Design spi_prog_loader, sky130hd; sources not shown.
==> images/met1.png <==
The bar under the picture is 20 um long. Cells faint in the background.
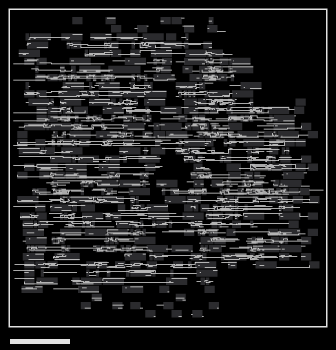
The wires run mostly horizontal. The layer holds 48% of the routed length. The layer carries 4170 um of wire. 469 nets have wire on it.
Total Wirelength: 8710 um
met1 Resource Use GR: 21.1%
Vias: 3290

==> images/met2.png <==
Cells faint in the background.
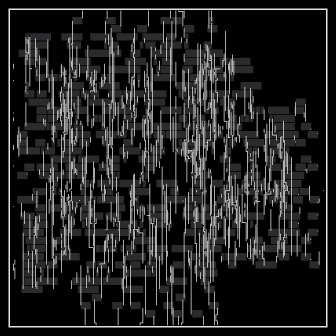
The layer holds 47% of the routed length. The layer carries 4090 um of wire.
met2 Use GR: 25.9%

==> qor.txt <==
Core Footprint = 10200 sq um
Iteration-0 DRC Markers = 84
Global Route Usage Sum = 16.0%
Non-Clock Buffer Area Fraction = 12.9%
Placed cell count = 633
Stages on the worst setup path = 12
Synthesized Nets = 472
Setup CP Type = input port to flop
Number of I/O port buffers = 60
Combinational share of cell area = 39.3%
Gate Area = 1940 sq um
Cell area after synthesis = 4130 sq um
Setup violators final = 0
Ant diodes = 0
Seq/Total Area, Yosys = 47.6%
Tool warnings = 27
Yosys xor share = 3.40%
Hold Crit Depth = 2
CP max-delay cell = clkdlybuf4s50_1
H-tree levels = 3
Top non-seq family = simple AND/OR/NAND/NOR gates
Antenna violations before repair = 0
HP Class = flop to flop
Biggest area cells = dfxtp_1, mux2i_1, nand2_1
Standard-cell rows = 37
CTS Buffer Depth = 2
Resized cells post-CTS = 0
Total CTS buffers = 9
Post-synth top flop = dfxtp_1
Outcome = finished, final reports clean
DPL Wire Length = 5830 um
Req. time, crit path = 5.01 ns
Vias in the first global route = 3032
Final period util = 78.9%
